### src/rtl/serial_add_ctrl_if.sv
// serial_add_ctrl_if: request/result bundle for the nibble-serial adder.
//   master : requester side (drives start/a/b/cin, observes busy/done/sum/cout)
//   slave  : controller side (serial_add_ctrl)
// Signals:
//   start     request, accepted only while the controller is idle
//   a, b      W-bit operands, W = 4*NIBBLES
//   cin       carry-in to the lowest nibble
//   busy      high while the serial add is running
//   done      one-cycle completion pulse
//   sum, cout registered result of the last completed add
interface serial_add_ctrl_if #(
    parameter int NIBBLES = 4
);
    localparam int W = 4 * NIBBLES;

    logic         start;
    logic [W-1:0] a;
    logic [W-1:0] b;
    logic         cin;
    logic         busy;
    logic         done;
    logic [W-1:0] sum;
    logic         cout;

    modport master (
        output start, a, b, cin,
        input  busy, done, sum, cout
    );

    modport slave (
        input  start, a, b, cin,
        output busy, done, sum, cout
    );
endinterface

### src/rtl/serial_add_ctrl.sv
// nibble_adder4: combinational 4-bit ripple-carry adder slice.
//   a_i, b_i, c_i -> s_o, c_o
//
// serial_add_ctrl: adds two 4*NIBBLES-bit operands plus carry-in through one
// shared 4-bit ripple stage, one nibble per clock, LSB nibble first.
//   clk    rising-edge clock
//   reset  synchronous active-high reset; aborts an add in progress
//   bus    serial_add_ctrl_if.slave (start/a/b/cin in, busy/done/sum/cout out)
//
// state  | meaning
// S_IDLE | waiting for start; operands are captured on the accepting edge
// S_RUN  | one nibble per cycle through the shared adder, idx selects slice
// S_DONE | result registered, done pulses for this single cycle

module nibble_adder4 (
    input  logic [3:0] a_i,
    input  logic [3:0] b_i,
    input  logic       c_i,
    output logic [3:0] s_o,
    output logic       c_o
);
    always_comb begin
        logic [4:0] c;
        c    = '0;
        s_o  = '0;
        c[0] = c_i;
        for (int i = 0; i < 4; i++) begin
            s_o[i]   = a_i[i] ^ b_i[i] ^ c[i];
            c[i + 1] = (a_i[i] & b_i[i]) | (c[i] & (a_i[i] ^ b_i[i]));
        end
        c_o = c[4];
    end
endmodule

module serial_add_ctrl #(
    parameter int NIBBLES = 4
) (
    input  logic               clk,
    input  logic               reset,
    serial_add_ctrl_if.slave   bus
);
    localparam int W  = 4 * NIBBLES;
    localparam int IW = ($clog2(NIBBLES + 1) < 1) ? 1 : $clog2(NIBBLES + 1);

    typedef enum logic [1:0] {
        S_IDLE = 2'd0,
        S_RUN  = 2'd1,
        S_DONE = 2'd2
    } state_t;

    state_t        state_q, state_d;
    logic [W-1:0]  ra_q, ra_d;
    logic [W-1:0]  rb_q, rb_d;
    logic          rc_q, rc_d;
    logic [W-1:0]  rs_q, rs_d;
    logic [IW-1:0] idx_q, idx_d;
    logic [W-1:0]  sum_q, sum_d;
    logic          cout_q, cout_d;

    logic [3:0]    nib_a, nib_b, nib_s;
    logic          nib_c;

    // Slice select written as a compare loop so idx can be wider than the
    // slice count without an out-of-range part-select.
    always_comb begin
        nib_a = '0;
        nib_b = '0;
        for (int i = 0; i < NIBBLES; i++) begin
            if (idx_q == IW'(i)) begin
                nib_a = ra_q[4*i +: 4];
                nib_b = rb_q[4*i +: 4];
            end
        end
    end

    nibble_adder4 u_add (
        .a_i (nib_a),
        .b_i (nib_b),
        .c_i (rc_q),
        .s_o (nib_s),
        .c_o (nib_c)
    );

    always_ff @(posedge clk) begin
        if (reset) begin
            state_q <= S_IDLE;
            ra_q    <= '0;
            rb_q    <= '0;
            rc_q    <= 1'b0;
            rs_q    <= '0;
            idx_q   <= '0;
            sum_q   <= '0;
            cout_q  <= 1'b0;
        end else begin
            state_q <= state_d;
            ra_q    <= ra_d;
            rb_q    <= rb_d;
            rc_q    <= rc_d;
            rs_q    <= rs_d;
            idx_q   <= idx_d;
            sum_q   <= sum_d;
            cout_q  <= cout_d;
        end
    end

    always_comb begin
        state_d = state_q;
        ra_d    = ra_q;
        rb_d    = rb_q;
        rc_d    = rc_q;
        rs_d    = rs_q;
        idx_d   = idx_q;
        sum_d   = sum_q;
        cout_d  = cout_q;

        case (state_q)
            S_IDLE: begin
                if (bus.start) begin
                    ra_d    = bus.a;
                    rb_d    = bus.b;
                    rc_d    = bus.cin;
                    rs_d    = '0;
                    idx_d   = '0;
                    state_d = S_RUN;
                end
            end
            S_RUN: begin
                for (int i = 0; i < NIBBLES; i++) begin
                    if (idx_q == IW'(i)) begin
                        rs_d[4*i +: 4] = nib_s;
                    end
                end
                rc_d  = nib_c;
                idx_d = idx_q + 1'b1;
                // Last slice: publish the work register including this nibble.
                if (idx_q == IW'(NIBBLES - 1)) begin
                    sum_d   = rs_d;
                    cout_d  = nib_c;
                    state_d = S_DONE;
                end
            end
            S_DONE: begin
                state_d = S_IDLE;
            end
            default: begin
                state_d = S_IDLE;
            end
        endcase
    end

    assign bus.busy = (state_q == S_RUN);
    assign bus.done = (state_q == S_DONE);
    assign bus.sum  = sum_q;
    assign bus.cout = cout_q;
endmodule

### src/flat_wrapper.sv
// flat-port wrapper written by rule: the top's interface ports become plain ports
module serial_add_ctrl_flat 
#(
    parameter int NIBBLES = 4
)
  (clk, reset, bus_start, bus_a, bus_b, bus_cin, bus_busy, bus_done, bus_sum, bus_cout);
  serial_add_ctrl_if #(.NIBBLES(NIBBLES)) bus_i ();
  input  logic clk;
  input  logic reset;
  input wire logic [$bits(bus_i.start)-1:0] bus_start;
  input wire logic [$bits(bus_i.a)-1:0] bus_a;
  input wire logic [$bits(bus_i.b)-1:0] bus_b;
  input wire logic [$bits(bus_i.cin)-1:0] bus_cin;
  output wire logic [$bits(bus_i.busy)-1:0] bus_busy;
  output wire logic [$bits(bus_i.done)-1:0] bus_done;
  output wire logic [$bits(bus_i.sum)-1:0] bus_sum;
  output wire logic [$bits(bus_i.cout)-1:0] bus_cout;
  assign bus_i.start = bus_start;
  assign bus_i.a = bus_a;
  assign bus_i.b = bus_b;
  assign bus_i.cin = bus_cin;
  assign bus_busy = bus_i.busy;
  assign bus_done = bus_i.done;
  assign bus_sum = bus_i.sum;
  assign bus_cout = bus_i.cout;
  serial_add_ctrl #(.NIBBLES(NIBBLES)) u_core (.clk(clk), .reset(reset), .bus(bus_i));
endmodule
### config.mk
export PLATFORM = sky130hd
export DESIGN_NAME = serial_add_ctrl_flat
export DESIGN_NICKNAME = d
export VERILOG_FILES = /design/src/rtl/serial_add_ctrl_if.sv /design/src/rtl/serial_add_ctrl.sv /design/src/flat_wrapper.sv
export SDC_FILE = /design/constraint.sdc
export NUM_CORES = 1
export LEC_CHECK = 0
export CORE_MARGIN = 5
export CORE_UTILIZATION = 56
export CTS_BUF_LIST = sky130_fd_sc_hd__clkbuf_16
export CTS_CLUSTER_SIZE = 12
export DETAILED_ROUTE_END_ITERATION = 10
export GPL_TIMING_DRIVEN = 0
export PLACE_DENSITY = 0.87
export SYNTH_ARGS = -nofsm -noshare
export SYNTH_HDL_FRONTEND = slang
export SYNTH_SLANG_ARGS = --single-unit
### constraint.sdc
create_clock -name clk -period 10.2 [get_ports clk]
set_input_delay 1.53 -clock clk [delete_from_list [all_inputs] [get_ports clk]]
set_output_delay 1.53 -clock clk [all_outputs]
set_load 0.02 [all_outputs]
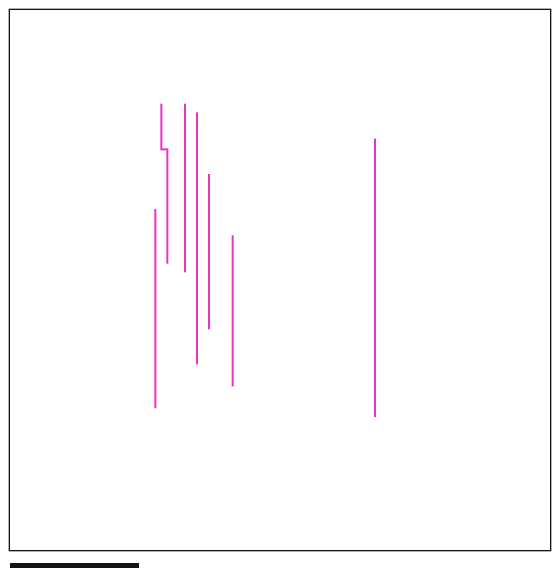
(met4 routing)
Bar = 20 um.
- share of all routed wire: 2.9%
- main direction: vertical
- longest straight run: 42.8 um
- nets with wire on the layer: 6
- wire length on this layer: 210 um

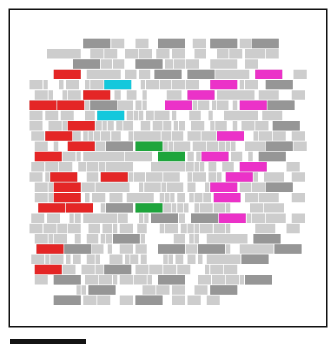
(sequential cells coloured by netlist name)
Bar = 20 um. Other sequential cells in the stronger grey, the rest of the logic in the fainter grey.
- u_core.rs_q: magenta (placed flops 12)
- u_core.state_q: cyan (placed flops 2)
- u_core.rb_q: red (placed flops 16; where west)
- u_core.idx_q: green (placed flops 3)
- not coloured: 34

==> results.txt <==
total power - 703 uW
highest metal used - met4
M1 wire length - 2940 um
cell total after placement - 421
total die area - 7000 sq um
CTS Buf Count - 9
cell leakage power - 0.00152 uW
Final Non-Filler Cells - 437
top_reg_cell synth - dfxtp_1
Yosys warning count - 0
H-tree Lvls - 3
Logic family by area - AND-OR/OR-AND gates
setup violators final - 0
Worst Hold Launch - u_core.bus.sum[1]$_SDFFE_PP0P_
count of non-CTS buffers in the layout - 75
non-clk buf share - 16.9%
Final Hold Viols - 0
Post-synth EDFFs - 0
HP Class - register to register
Finished Core Util - 76.4%
relative slew slack - 60.6%
Finished Cell Area - 3980 sq um
Fmax - 243 MHz
CP max stage delay - 680 ps
status - completed
CP Capture Type - register
Die X-Extent - 83.7 um
top cells by count, synth - dfxtp_1 (67), mux2i_1 (44), nor2_1 (40)
Clock Skew - 5.59 ps
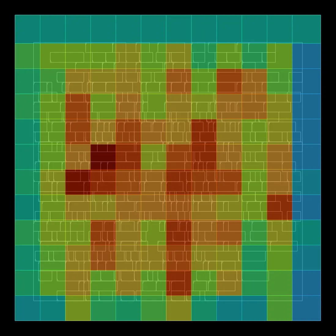
(routing congestion)
met1 Use GR: 25.8%
grt met2 use: 37.2%
routed length per instance: 16.7 um

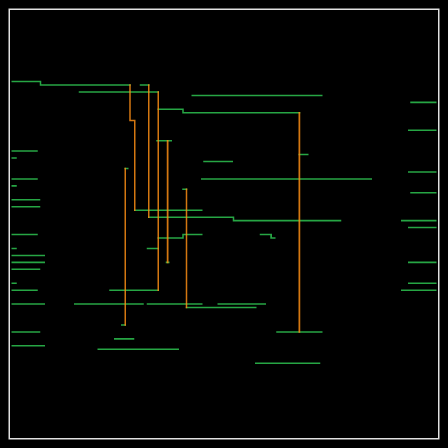
(metal layers overlaid)
Two of the layers only.
- metal 3: green (wire length 419 um)
- metal 4: orange (wire length 210 um)
Tot GR Track Use: 21.7%
Detailed Route WL: 7320 um

-- report_power, final --
group	total, uW	internal (uW)	switching [uW]	leakage, uW
clock	321	211	110	0.000154
combinational	103	46.5	56.1	0.000824
sequential	280	273	6.63	0.000546
total	703	530	173	0.00152
-- worst reg2reg max path: stages, from the launching register on --
cell	delay, ps
dfxtp_1	340
inv_1	100
ha_1	340
clkbuf_1	410
nor2b_1	110
a221oi_1	360
a21oi_1	120
fa_1	430
fa_1	390
fa_1	410
fa_1	680
nand2b_1	180
o32ai_1	160
-- registers in the layout (all words and copies together) (netlist names) --
signal           cells
u_core.rb_q         16
u_core.bus.cout      1
u_core.rc_q          1
u_core.bus.sum      16
u_core.state_q       2
u_core.ra_q         16
u_core.idx_q         3
u_core.rs_q         12
Power and IR drop assume default switching activity.
